**src/rtl/snake_game_ctrl_if.sv**
```systemverilog
// Handshake bundle between the movement stage and snake_game_ctrl.
// master: movement/test side drives strobes and candidate array; slave: the controller.
interface snake_game_ctrl_if #(
   parameter int MAX_LEN = 16,
   parameter int NUM_LEN = 10
);
   localparam int LW = $clog2(MAX_LEN);

   logic                       tick;
   logic                       start;
   logic                       should_stop;
   logic [MAX_LEN*NUM_LEN-1:0] next_pos_num;
   logic [MAX_LEN*NUM_LEN-1:0] pos_num;
   logic [LW-1:0]              len;
   logic [NUM_LEN-1:0]         food_pos;
   logic [7:0]                 score;
   logic                       game_over;
   logic                       busy;

   modport master (
      output tick, start, should_stop, next_pos_num,
      input  pos_num, len, food_pos, score, game_over, busy
   );

   modport slave (
      input  tick, start, should_stop, next_pos_num,
      output pos_num, len, food_pos, score, game_over, busy
   );
endinterface

```
**src/rtl/snake_game_ctrl.sv**
```systemverilog
// Snake game controller: registers the segment array per tick, owns len/food/score
// and the IDLE/RUN/CHECK/FOOD/OVER FSM; places food with a 10-bit LFSR.
// Ports: clk, rst_n (async active-low), bus (slave modport): tick, start,
//   should_stop, next_pos_num in; pos_num, len, food_pos, score, game_over, busy out.
// Optional: define SNAKE_SELF_HIT_EN to enable the body self-collision scan in CHECK.
module snake_game_ctrl #(
   parameter int                MAX_LEN   = 16,
   parameter int                NUM_LEN   = 10,
   parameter int                INIT_LEN  = 4,
   parameter logic [NUM_LEN-1:0] INIT_HEAD = 10'd165,
   parameter logic [NUM_LEN-1:0] FOOD_INIT = 10'd180,
   parameter logic [9:0]        LFSR_SEED = 10'h2A5
) (
   input logic               clk,
   input logic               rst_n,
   snake_game_ctrl_if.slave  bus
);
   localparam int W  = MAX_LEN * NUM_LEN;
   localparam int LW = $clog2(MAX_LEN);
   localparam logic [NUM_LEN-1:0] CELLS   = NUM_LEN'(768);
   localparam logic [LW-1:0]      LEN_MAX = LW'(MAX_LEN - 1);
   localparam logic [LW-1:0]      LEN_RST = LW'(INIT_LEN);

   function automatic logic [W-1:0] init_pos();
      logic [W-1:0] v;
      for (int i = 0; i < MAX_LEN; i++) begin
         if (i < INIT_LEN)
            v[i*NUM_LEN +: NUM_LEN] = INIT_HEAD - NUM_LEN'(i);
         else
            v[i*NUM_LEN +: NUM_LEN] = '1;
      end
      return v;
   endfunction

   localparam logic [W-1:0] POS_INIT = init_pos();

   typedef enum logic [2:0] {
      S_IDLE, S_RUN, S_CHECK, S_FOOD, S_OVER
   } state_t;

   state_t             state_q, state_d;
   logic [W-1:0]       pos_q, pos_d;
   logic [LW-1:0]      len_q, len_d;
   logic [NUM_LEN-1:0] food_q, food_d;
   logic [7:0]         score_q, score_d;
   logic [9:0]         lfsr_q, lfsr_d;
   logic [NUM_LEN-1:0] cand_q, cand_d;
   logic [LW-1:0]      fidx_q, fidx_d;
`ifdef SNAKE_SELF_HIT_EN
   logic [LW-1:0]      idx_q, idx_d;
`endif

   logic [NUM_LEN-1:0] head;
   logic               scan_done;

   assign head = pos_q[NUM_LEN-1:0];

   always_ff @(posedge clk or negedge rst_n) begin
      if (!rst_n) begin
         state_q <= S_IDLE;
         pos_q   <= POS_INIT;
         len_q   <= LEN_RST;
         food_q  <= FOOD_INIT;
         score_q <= '0;
         lfsr_q  <= LFSR_SEED;
         cand_q  <= '0;
         fidx_q  <= '0;
`ifdef SNAKE_SELF_HIT_EN
         idx_q   <= '0;
`endif
      end else begin
         state_q <= state_d;
         pos_q   <= pos_d;
         len_q   <= len_d;
         food_q  <= food_d;
         score_q <= score_d;
         lfsr_q  <= lfsr_d;
         cand_q  <= cand_d;
         fidx_q  <= fidx_d;
`ifdef SNAKE_SELF_HIT_EN
         idx_q   <= idx_d;
`endif
      end
   end

   always_comb begin
      state_d   = state_q;
      pos_d     = pos_q;
      len_d     = len_q;
      food_d    = food_q;
      score_d   = score_q;
      cand_d    = cand_q;
      fidx_d    = fidx_q;
      scan_done = 1'b0;
`ifdef SNAKE_SELF_HIT_EN
      idx_d     = idx_q;
`endif
      // free-running, x^10+x^7+1
      lfsr_d = {lfsr_q[8:0], lfsr_q[9] ^ lfsr_q[6]};

      unique case (state_q)
         S_IDLE: begin
            if (bus.start)
               state_d = S_RUN;
         end
         S_RUN: begin
            if (bus.tick) begin
               if (bus.should_stop) begin
                  state_d = S_OVER;
               end else begin
                  pos_d   = bus.next_pos_num;
                  state_d = S_CHECK;
`ifdef SNAKE_SELF_HIT_EN
                  idx_d   = LW'(1);
`endif
               end
            end
         end
         S_CHECK: begin
`ifdef SNAKE_SELF_HIT_EN
            // one body slot per cycle, then the food compare
            if (idx_q < len_q) begin
               if (pos_q[idx_q*NUM_LEN +: NUM_LEN] == head)
                  state_d = S_OVER;
               else
                  idx_d = idx_q + 1'b1;
            end else begin
               scan_done = 1'b1;
            end
`else
            scan_done = 1'b1;
`endif
            if (scan_done) begin
               if (head == food_q) begin
                  if (len_q != LEN_MAX)
                     len_d = len_q + 1'b1;
                  if (score_q != 8'hFF)
                     score_d = score_q + 8'd1;
                  cand_d  = NUM_LEN'(lfsr_q);
                  fidx_d  = '0;
                  state_d = S_FOOD;
               end else begin
                  state_d = S_RUN;
               end
            end
         end
         S_FOOD: begin
            // off-grid or body hit: take a fresh sample, restart scan
            if (cand_q >= CELLS) begin
               cand_d = NUM_LEN'(lfsr_q);
               fidx_d = '0;
            end else if (fidx_q < len_q) begin
               if (pos_q[fidx_q*NUM_LEN +: NUM_LEN] == cand_q) begin
                  cand_d = NUM_LEN'(lfsr_q);
                  fidx_d = '0;
               end else begin
                  fidx_d = fidx_q + 1'b1;
               end
            end else begin
               food_d  = cand_q;
               state_d = S_RUN;
            end
         end
         S_OVER: begin
            if (bus.start) begin
               pos_d   = POS_INIT;
               len_d   = LEN_RST;
               food_d  = FOOD_INIT;
               score_d = '0;
               state_d = S_IDLE;
            end
         end
         default: state_d = S_IDLE;
      endcase
   end

   assign bus.pos_num   = pos_q;
   assign bus.len       = len_q;
   assign bus.food_pos  = food_q;
   assign bus.score     = score_q;
   assign bus.game_over = (state_q == S_OVER);
   assign bus.busy      = (state_q == S_CHECK) || (state_q == S_FOOD);

endmodule

```
**src/flat_wrapper.sv**
```systemverilog
// flat-port wrapper written by rule: the top's interface ports become plain ports
module snake_game_ctrl_flat 
#(
   parameter int                MAX_LEN   = 16,
   parameter int                NUM_LEN   = 10,
   parameter int                INIT_LEN  = 4,
   parameter logic [NUM_LEN-1:0] INIT_HEAD = 10'd165,
   parameter logic [NUM_LEN-1:0] FOOD_INIT = 10'd180,
   parameter logic [9:0]        LFSR_SEED = 10'h2A5
)
  (clk, rst_n, bus_tick, bus_start, bus_should_stop, bus_next_pos_num, bus_pos_num, bus_len, bus_food_pos, bus_score, bus_game_over, bus_busy);
  snake_game_ctrl_if #(.MAX_LEN(MAX_LEN), .NUM_LEN(NUM_LEN)) bus_i ();
  input logic clk;
  input logic rst_n;
  input wire logic [$bits(bus_i.tick)-1:0] bus_tick;
  input wire logic [$bits(bus_i.start)-1:0] bus_start;
  input wire logic [$bits(bus_i.should_stop)-1:0] bus_should_stop;
  input wire logic [$bits(bus_i.next_pos_num)-1:0] bus_next_pos_num;
  output wire logic [$bits(bus_i.pos_num)-1:0] bus_pos_num;
  output wire logic [$bits(bus_i.len)-1:0] bus_len;
  output wire logic [$bits(bus_i.food_pos)-1:0] bus_food_pos;
  output wire logic [$bits(bus_i.score)-1:0] bus_score;
  output wire logic [$bits(bus_i.game_over)-1:0] bus_game_over;
  output wire logic [$bits(bus_i.busy)-1:0] bus_busy;
  assign bus_i.tick = bus_tick;
  assign bus_i.start = bus_start;
  assign bus_i.should_stop = bus_should_stop;
  assign bus_i.next_pos_num = bus_next_pos_num;
  assign bus_pos_num = bus_i.pos_num;
  assign bus_len = bus_i.len;
  assign bus_food_pos = bus_i.food_pos;
  assign bus_score = bus_i.score;
  assign bus_game_over = bus_i.game_over;
  assign bus_busy = bus_i.busy;
  snake_game_ctrl #(.MAX_LEN(MAX_LEN), .NUM_LEN(NUM_LEN), .INIT_LEN(INIT_LEN), .INIT_HEAD(INIT_HEAD), .FOOD_INIT(FOOD_INIT), .LFSR_SEED(LFSR_SEED)) u_core (.clk(clk), .rst_n(rst_n), .bus(bus_i));
endmodule
```
**config.mk**
```make
export PLATFORM = sky130hd
export DESIGN_NAME = snake_game_ctrl_flat
export DESIGN_NICKNAME = d
export VERILOG_FILES = /design/src/rtl/snake_game_ctrl_if.sv /design/src/rtl/snake_game_ctrl.sv /design/src/flat_wrapper.sv
export SDC_FILE = /design/constraint.sdc
export NUM_CORES = 1
export LEC_CHECK = 0
export ABC_AREA = 1
export CAP_MARGIN = 20
export CORE_MARGIN = 3
export CORE_UTILIZATION = 46
export DETAILED_ROUTE_END_ITERATION = 16
export PLACE_DENSITY_LB_ADDON = 0.25
export SYNTH_ARGS = -nofsm -noshare
export SYNTH_HDL_FRONTEND = slang
export SYNTH_SLANG_ARGS = --single-unit
```
**constraint.sdc**
```tcl
create_clock -name clk -period 2.25 [get_ports clk]
set_input_delay 0.45 -clock clk [delete_from_list [all_inputs] [get_ports clk]]
set_output_delay 0.45 -clock clk [all_outputs]
set_load 0.01 [all_outputs]
```
==> flow_metrics.env <==
# flow metrics
export IMPL_status="complete, but fails checks"
export IMPL_violations="negative setup slack"
export IMPL_io_pins=349
export IMPL_clkSinkCount=209
export IMPL_synthTopLogicFamily="simple AND/OR/NAND/NOR gates"
export IMPL_crit_chain="buf_6 > clkbuf_16 > o211ai_1 > nand2_1 > o21ai_2 > nand2_1 > nand2_1 > nand2_1 > nor2_1 > nand3_1 > nand2_4 > buf_4 > o21ai_0"
export IMPL_lay_top_count="clkdlybuf4s50_1"
export IMPL_route_met3_wl_um=3650
export IMPL_synth_top_area_share=0.374
export IMPL_top_power_group="combinational cells"
export IMPL_layout_top_cells="clkdlybuf4s50_1 (346), nand2_1 (316), dfstp_2 (144), inv_1 (116), nand3_1 (100)"
export IMPL_crit_start="u_core.fidx_q[0]"
export IMPL_die_y_um=154
export IMPL_switchingPower_mw=8.73
export IMPL_wl_met2_um=18400
export IMPL_routed_wl_um=38500
export IMPL_slowest_stage="dfrtp_4"
export IMPL_tap_cells=275
export IMPL_use_met1=0.403
export IMPL_ys_seq_frac=0.535
export IMPL_holdPathStages=0
export IMPL_cts_tree="done"
export IMPL_routed_top_layer="met4"
export IMPL_critical_path_arrival_ps=2670
export IMPL_switching_share=0.386
export IMPL_avgSynthCellArea_um2=8.41
export IMPL_fp_nets=1373
export IMPL_finalPower_mw=22.6
export IMPL_setup_slack_ps=-48.6
export IMPL_htreeDepth=1
export IMPL_nFillCells=1596
export IMPL_seq_cell_power_mw=7.61
export IMPL_layout_cells_non_filler=1859
export IMPL_fin_skew_ps=17.2
export IMPL_powerClk_mw=3.71
export IMPL_fin_crit_sh=1.02
export IMPL_hold_buffers=1
export IMPL_ff_type="dfstp_2"
export IMPL_clk_latency_ps=510
export IMPL_r2r_setup_slack_ps=-50
export IMPL_vias_per_cell=5.55
export IMPL_die_x_um=154
export IMPL_final_util=0.722
export IMPL_top_area_cell="dfstp_2"
export IMPL_combGateArea_um2=4070
export IMPL_p_comb_mw=11.3
export IMPL_seq_power_share=0.337
export IMPL_num_vias=10325
export IMPL_dpl_cell_area_um2=14200
export IMPL_drive_gt1_frac=0.179
export IMPL_cts_clk_slew_worst_paths_ps=60
export IMPL_synth_flops=209
export IMPL_grt_antenna_before_repair=0
export IMPL_critPathTopFamily="simple AND/OR/NAND/NOR gates"
export IMPL_clk_share=0.0477
export IMPL_worst_path_stages=13
export IMPL_gp_congestion=0.928
export IMPL_yosys_warnings=0
export IMPL_coreArea_um2=21300
export IMPL_aoi_share=0.143
export IMPL_hold_class="flip-flop to flip-flop"
export IMPL_crit_path_start_kind="flip-flop"
export IMPL_comb_share=0.265
export IMPL_nNonClkInverters=120
export IMPL_cp_max_fo=7
export IMPL_antenna_left=0
export IMPL_setup_viol=13
export IMPL_crit_path_end_kind="flip-flop"
export IMPL_yosys_cells=1202
export IMPL_simple_gate_area_frac=0.225
export IMPL_most_common_cell="nand2_1"
export IMPL_combPwrFrac=0.499
export IMPL_largest_cell_class="flip-flops and latches"
export IMPL_gr_usage_met3=0.0646
export IMPL_fmaxAchievable_ghz=0.435
export IMPL_cp_endpoint="u_core.fidx_q[0]"
export IMPL_comb_cells=803
export IMPL_xor_share=0.0130
export IMPL_hold_path_startpoint="u_core.lfsr_q[8]"
export IMPL_netlist_area_um2=10100
export IMPL_overflow=0
export IMPL_ys_async_sr_fraction=1.00
export IMPL_seq_share=0.352
export IMPL_synthTopCellsByCount="nand2_1 (327), dfstp_2 (144), inv_1 (116)"
export IMPL_drtIter0Drc=731
export IMPL_yosysChipArea_um2=10100
export IMPL_drc=0
export IMPL_grt_max_degree=64
export IMPL_timing_hold_violations_final=0
export IMPL_p_clk_frac=0.164
export IMPL_grt_use_total=0.300
export IMPL_io_buffers=348
export IMPL_cts_setup_buffers=0
export IMPL_rr_worst_depth=13
export IMPL_power_density_nw_per_um2=1470
export IMPL_log_warning_count=27
export IMPL_critPathRequiredTime_ps=2630
export IMPL_n_antenna_cell=0
export IMPL_area_leaders="dfstp_2 (37%), dfrtp_1 (16%), nand2_1 (12%)"
export IMPL_critPathMaxStageDelay_ps=530
export IMPL_wl_met1_um=15300
export IMPL_dp_slack_ps=13.8
export IMPL_largest_reg_flops=160
export IMPL_numSequentialCells=209
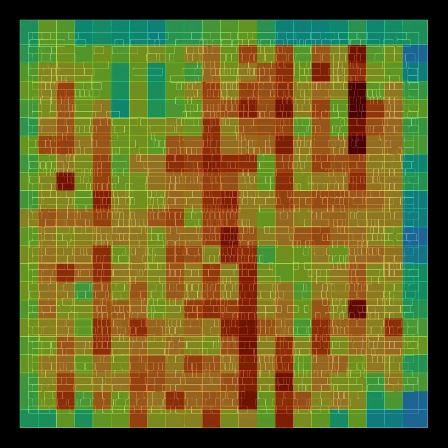
(track usage over the die)
busiest layer in global routing: met2
WL per Instance: 20.7 µm
met2 usage: 0.494

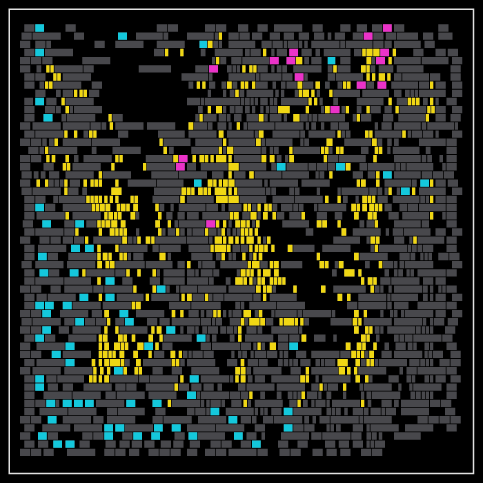
(gate families picked out)
Scale: 3 px per µm.
magenta -> XOR/XNOR gates  # cells 15
cyan -> AND-OR and OR-AND gates  # cells 70
yellow -> NAND gates  # cells 452

